$ cat config.mk
export PLATFORM = sky130hd
export DESIGN_NAME = detect_event_logger
export DESIGN_NICKNAME = d
export VERILOG_FILES = /design/src/rtl/detect_pkg.sv /design/src/rtl/detect_event_logger_fifo.sv /design/src/rtl/detect_event_logger.sv
export SDC_FILE = /design/constraint.sdc
export NUM_CORES = 1
export LEC_CHECK = 0
export CAP_MARGIN = 20
export CORE_AREA = 2 2 87 72
export CTS_CLUSTER_SIZE = 16
export DETAILED_ROUTE_END_ITERATION = 12
export DIE_AREA = 0 0 89 74
export HOLD_SLACK_MARGIN = 0.08
export PLACE_DENSITY = 0.79
export SLEW_MARGIN = 20
export SYNTH_ARGS = -nofsm -noshare
export SYNTH_HDL_FRONTEND = slang
export SYNTH_SLANG_ARGS = --single-unit
$ cat constraint.sdc
create_clock -name clk -period 4 [get_ports clk]
set_input_delay 1.2 -clock clk [delete_from_list [all_inputs] [get_ports clk]]
set_output_delay 1.2 -clock clk [all_outputs]
set_load 0.02 [all_outputs]
$ cat src/rtl/detect_pkg.sv
// Shared types and defaults for the detection event logger.
package detect_pkg;

    typedef enum logic [1:0] {
        IDLE = 2'd0,
        RUN  = 2'd1,
        DONE = 2'd2
    } logger_state_t;

    localparam int FRAME_LEN_DEF = 64;
    localparam int IDX_W_DEF     = 6;

endpackage

$ cat src/rtl/detect_event_logger_fifo.sv
// Show-ahead synchronous FIFO with flush; dout reads zero while empty.
module sync_fifo #(
    parameter int WIDTH = 6,
    parameter int DEPTH = 8
) (
    input  logic             clk,
    input  logic             rst,
    input  logic             flush,
    input  logic             push,
    input  logic [WIDTH-1:0] din,
    input  logic             pop,
    output logic [WIDTH-1:0] dout,
    output logic             full,
    output logic             empty
);

    localparam int AW = $clog2(DEPTH);
    localparam logic [AW:0] PTR_ONE = (AW+1)'(1);

    logic [WIDTH-1:0] mem_q [DEPTH];
    logic [AW:0]      wr_ptr_q;
    logic [AW:0]      rd_ptr_q;
    logic             pop_ok;
    logic             push_ok;

    assign empty = (wr_ptr_q == rd_ptr_q);
    assign full  = (wr_ptr_q[AW] != rd_ptr_q[AW]) &&
                   (wr_ptr_q[AW-1:0] == rd_ptr_q[AW-1:0]);

    // A pop frees the slot this edge, so a push into a full FIFO may proceed.
    assign pop_ok  = pop && !empty && !flush;
    assign push_ok = push && !flush && (!full || pop_ok);

    assign dout = empty ? '0 : mem_q[rd_ptr_q[AW-1:0]];

    always_ff @(posedge clk) begin
        if (rst || flush) begin
            wr_ptr_q <= '0;
            rd_ptr_q <= '0;
        end else begin
            if (push_ok) wr_ptr_q <= wr_ptr_q + PTR_ONE;
            if (pop_ok)  rd_ptr_q <= rd_ptr_q + PTR_ONE;
        end
    end

    always_ff @(posedge clk) begin
        if (push_ok) mem_q[wr_ptr_q[AW-1:0]] <= din;
    end

endmodule

$ cat src/rtl/detect_event_logger.sv
// Frames the detector bit stream, counts events and logs their bit indices
// into a small FIFO drained by the host.
module detect_event_logger
    import detect_pkg::*;
#(
    parameter int FRAME_LEN = FRAME_LEN_DEF,
    parameter int IDX_W     = IDX_W_DEF,
    parameter int DEPTH     = 8,
    parameter int CNT_W     = 7
) (
    input  logic             clk,
    input  logic             rst,
    input  logic             start,
    input  logic             en,
    input  logic             y,
    input  logic             rd_en,
    output logic             rd_valid,
    output logic [IDX_W-1:0] rd_data,
    output logic [CNT_W-1:0] count,
    output logic             ovf,
    output logic             busy,
    output logic             done
);

    localparam logic [IDX_W-1:0] LAST_IDX = IDX_W'(FRAME_LEN - 1);
    localparam logic [IDX_W-1:0] IDX_ONE  = IDX_W'(1);
    localparam logic [CNT_W-1:0] CNT_ONE  = CNT_W'(1);

    logger_state_t    state_q;
    logic [IDX_W-1:0] bit_idx_q;
    logic [CNT_W-1:0] count_q;
    logic [CNT_W-1:0] count_d;
    logic             ovf_q;

    logic start_acc;
    logic evt;
    logic pop_req;
    logic drop;
    logic push;
    logic fifo_full;
    logic fifo_empty;

    assign start_acc = start && (state_q != RUN);
    assign evt       = (state_q == RUN) && en && y;
    assign pop_req   = rd_en && !fifo_empty;
    assign drop      = evt && fifo_full && !pop_req;
    assign push      = evt && !drop;
    assign count_d   = (count_q == '1) ? count_q : count_q + CNT_ONE;

    always_ff @(posedge clk) begin
        if (rst) begin
            state_q   <= IDLE;
            bit_idx_q <= '0;
            count_q   <= '0;
            ovf_q     <= 1'b0;
        end else begin
            case (state_q)
                IDLE, DONE: begin
                    if (start) begin
                        state_q   <= RUN;
                        bit_idx_q <= '0;
                        count_q   <= '0;
                        ovf_q     <= 1'b0;
                    end
                end
                RUN: begin
                    if (en) begin
                        if (y) count_q <= count_d;
                        if (drop) ovf_q <= 1'b1;
                        // Index parks at the last slot so it never exceeds FRAME_LEN-1.
                        if (bit_idx_q == LAST_IDX) state_q <= DONE;
                        else                       bit_idx_q <= bit_idx_q + IDX_ONE;
                    end
                end
                default: state_q <= IDLE;
            endcase
        end
    end

    sync_fifo #(
        .WIDTH(IDX_W),
        .DEPTH(DEPTH)
    ) u_fifo (
        .clk  (clk),
        .rst  (rst),
        .flush(start_acc),
        .push (push),
        .din  (bit_idx_q),
        .pop  (rd_en),
        .dout (rd_data),
        .full (fifo_full),
        .empty(fifo_empty)
    );

    assign rd_valid = !fifo_empty;
    assign count    = count_q;
    assign ovf      = ovf_q;
    assign busy     = (state_q == RUN);
    assign done     = (state_q == DONE);

endmodule

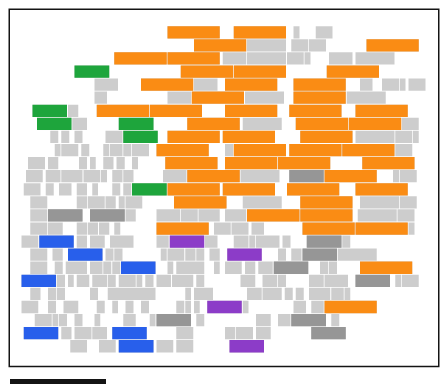
(sequential cells colored by netlist name)
The bar under the picture is 20 um long. Other sequential cells in the stronger gray, the rest of the logic in the fainter gray.
- orange: `u_fifo.mem_q` (sequential cells 48)
- green: `bit_idx_q` (sequential cells 6)
- purple: `u_fifo.wr_ptr_q` (sequential cells 4; where south)
- blue: `count` (sequential cells 7; where south-west)
register area: 0.00198 mm2
sequential power: 0.824 mW
Final Util: 0.653
register share of the cell area: 0.527

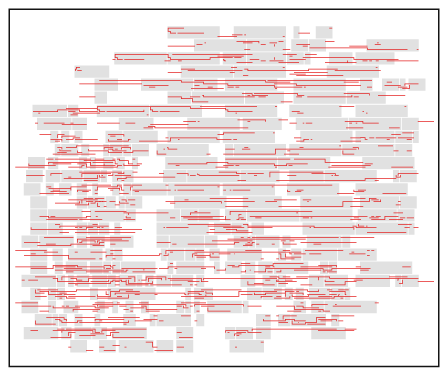
(signal wires on met1)
Cells faint in the background.
- longest straight run: 32.7 um
- nets with wire on the layer: 251

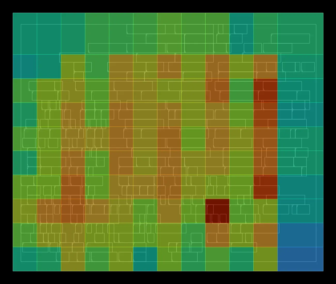
(track usage over the die)
global route hottest layer: met2
All-Layer GR Usage: 0.200
met3 usage: 0.0610
GR Util met2: 0.313

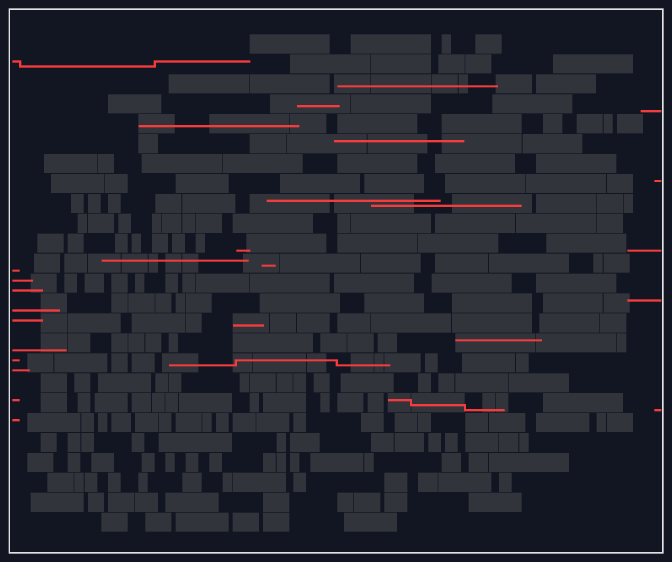
(signal wires on met3)
Cells faint in the background.
- main direction: horizontal
- share of all routed wire: 4.6%
- longest straight run: 23.5 um
Total Wirelength: 5950 um
vias: 2044

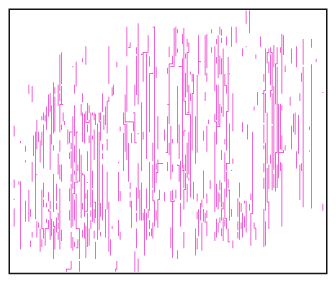
(metal 2)
- nets with wire on the layer: 237
- main direction: vertical
- longest straight run: 46.6 um
- share of all routed wire: 47%
- wire length on this layer: 2830 um

==> layout make-up <==
| class | count | area share |
|---|---|---|
| Timing Repair Buffer | 25 | 0.0646 |
| Inverter | 7 | 0.00833 |
| Clock inverter | 6 | 0.0110 |
| Clock buffer | 10 | 0.0366 |
| Multi-Input combinational cell | 149 | 0.325 |
| Sequential cell | 75 | 0.527 |
| Tap cell | 81 | 0.0270 |
==> cell usage in the layout, fill, tap and decap left out, types with 2 or more instances in the layout <==
cell	Yosys	final
nand4_1	2	2
o21ai_0	3	3
or4_1	2	2
or3_1	5	5
inv_1	6	6
nand3_1	9	9
dfxtp_1	27	27
and4bb_2	2	2
mux2i_1	15	15
a21o_1	2	2
nor2_1	11	11
edfxtp_1	48	48
a21oi_1	20	20
nor3_1	5	5
and3_1	4	4
clkinv_2	0	2
xnor2_1	4	4
ha_1	4	4
clkbuf_8	0	10
buf_4	1	3
o31ai_1	2	2
nor2b_1	2	2
clkinvlp_4	0	3
nand2b_1	4	4
nand2_1	13	13
o21ai_1	2	2
and4b_1	4	4
clkdlybuf4s50_1	0	22
mux4_2	12	12
nand4b_1	2	2
==> power by group <==
group / switching (mW) / internal [mW] / total (mW)
clock network: 0.269 / 0.240 / 0.509
logic: 0.0381 / 0.0248 / 0.0629
registers: 0.00538 / 0.819 / 0.824
==> per-layer routing <==
layer  up-vias  GRT usage  part of all wire  routed length, um
met3         6     0.0610             0.046                271
li1        987          -                 -                  -
met5         -          0                 0                  0
met1      1010      0.277              0.47               2790
met4         0     0.0547            0.0096                 57
met2        41      0.313              0.47               2830
==> state kept, by name (all words and copies together) (netlist names), named ones only <==
register	count
bit_idx_q	6
u_fifo.wr_ptr_q	4
u_fifo.mem_q	48
state_q	2
count	7
ovf	1
u_fifo.rd_ptr_q	4
==> flow_metrics.py <==
# Flow results
metrics = {
    "logic_synthesis": {
        "common_cells": "48 x edfxtp_1, 27 x dfxtp_1, 20 x a21oi_1",
        "yosysCellCount": 244,
        "ys_sh_adder": 0.0151,
        "async_reset_ff_frac": 0,
        "yosys-mux-area-fraction": 0.127,
        "syn_area_mm2": 0.00331,
        "synth.avg_cell_area_um2": 13.6,
        "ys_sh_aoi": 0.0865,
        "synth-seq-area-share": 0.598,
        "synth_warnings": 0,
        "edf_count": 48,
        "synthTopLogicFamily": "simple AND/OR/NAND/NOR gates",
        "xor_share": 0.0132,
        "ys.flop_type": "edfxtp_1",
        "ys_area_mm2": 0.00331,
        "yosys.area.top_type_share": 0.435,
        "synthTopCellsByArea": "edfxtp_1 44%, dfxtp_1 16%, mux4_2 8.2%, mux2i_1 4.5%, a21oi_1 3.0%",
        "fp_nets": 254,
        "simple_gate_share": 0.127,
        "yosys.area.top_type": "edfxtp_1",
        "ys.flops": 75,
        "post-synth-top-count-cell": "edfxtp_1",
        "synth_cell_types": 50,
    },
    "run_status": {
        "status": "completed",
    },
    "clock_tree": {
        "ctsHoldBuffers": 0,
        "clk_pin_slew_ns": 0.08,
        "cts_buffers": 9,
        "insertion_delay_ns": 0.34,
        "htree_num_levels": 3,
        "cts.path.max_buffers": 2,
        "cts_sinks": 75,
        "cts_root_buffer": "clkbuf_8",
        "cts_resized": 0,
        "cts_tree": "done",
        "cts_setup_buffers": 0,
    },
    "run": {
        "warnings": 26,
        "cap_violations": 0,
    },
    "route": {
        "drcViolationCount": 0,
        "post_drt_wl_per_cell_um": 16.8,
        "viasPerCell": 5.79,
        "first_iter_violations": 141,
        "first_pass_iters": 4,
        "ant_nets": 0,
    },
    "setup_path": {
        "crit_path_end_kind": "output pin",
        "cp_max_fo": 7,
        "crit_buf_inv": 2,
        "cp.arrival_ns": 2.44,
        "r2r_end": "u_fifo.mem_q[6][4]$_DFFE_PP_",
        "crit_chain": "buf_4 > mux4_2 > mux2i_1 > nor2_1 > clkdlybuf4s50_1",
        "cp-start-kind": "flop",
        "cp.required_ns": 2.80,
        "path_delay_family": "buffers and inverters",
        "r2r_setup_slack_ns": 1.85,
        "cpMaxStageDelayCell": "dfxtp_1",
        "worst-setup-path-type": "reg -> out",
        "cp_num_cells": 5,
        "reg2reg_depth": 5,
        "crit_path_end": "rd_data[4]",
        "rr_startpoint": "state_q[1]$_SDFFE_PP0P_",
    },
    "pwr": {
        "p_per_area_mw_per_mm2": 372,
        "ir_drop_mv": 0.203,
        "power_mw": 1.40,
        "p_leak_nw": 1.24,
    },
    "final_timing": {
        "hold_ws_ns": 0.500,
        "finalMaxSlewViolations": 0,
        "fin_skew_ns": 0.00691,
        "layout_setup_ws_ns": 0.360,
        "fin_crit_ns": 3.64,
        "finalCritPeriodShare": 0.910,
        "max_freq_ghz": 0.275,
        "hold_viol_final": 0,
        "fin_setup_tns_ns": 0,
        "relSlewSlack": 0.613,
        "worst_pin_slew_ns": 0.579,
        "rsz0062_at_grt": "no",
        "setup_viol": 0,
    },
    "global_routing": {
        "grt_pass1_vias": 1874,
        "grt_max_degree": 16,
        "grt_pass1_wl_um": 9600,
        "overflow": 0,
        "antenna_found_initial": 0,
    },
    "finish": {
        "nFillCells": 465,
        "n_antenna_cell": 0,
        "drive_gt1_frac": 0.147,
        "nets": 277,
        "logic_area_mm2": 0.00122,
        "syn_to_final_growth_pct": 13.4,
        "design_area_mm2": 0.00376,
    },
    "die": {
        "coreArea_mm2": 0.00576,
        "fp-utilization": 0.576,
        "die_x_um": 89,
        "chipArea_mm2": 0.00659,
        "num_rows": 25,
    },
    "placement": {
        "hpwl_um": 4100,
        "gp_congestion": 0.755,
        "preCtsSetupSlack_ns": 0.691,
        "placedCellCount": 337,
        "portBuffers": 22,
        "post_dp_cell_area_mm2": 0.00358,
    },
    "min_path": {
        "hold_path_end": "count[6]$_SDFFE_PP0P_",
        "hold_path.class": "reg -> reg",
        "whs_path_depth": 1,
        "worstHoldStart": "count[6]$_SDFFE_PP0P_",
    },
}
Power is estimated from default activity; no workload was simulated.
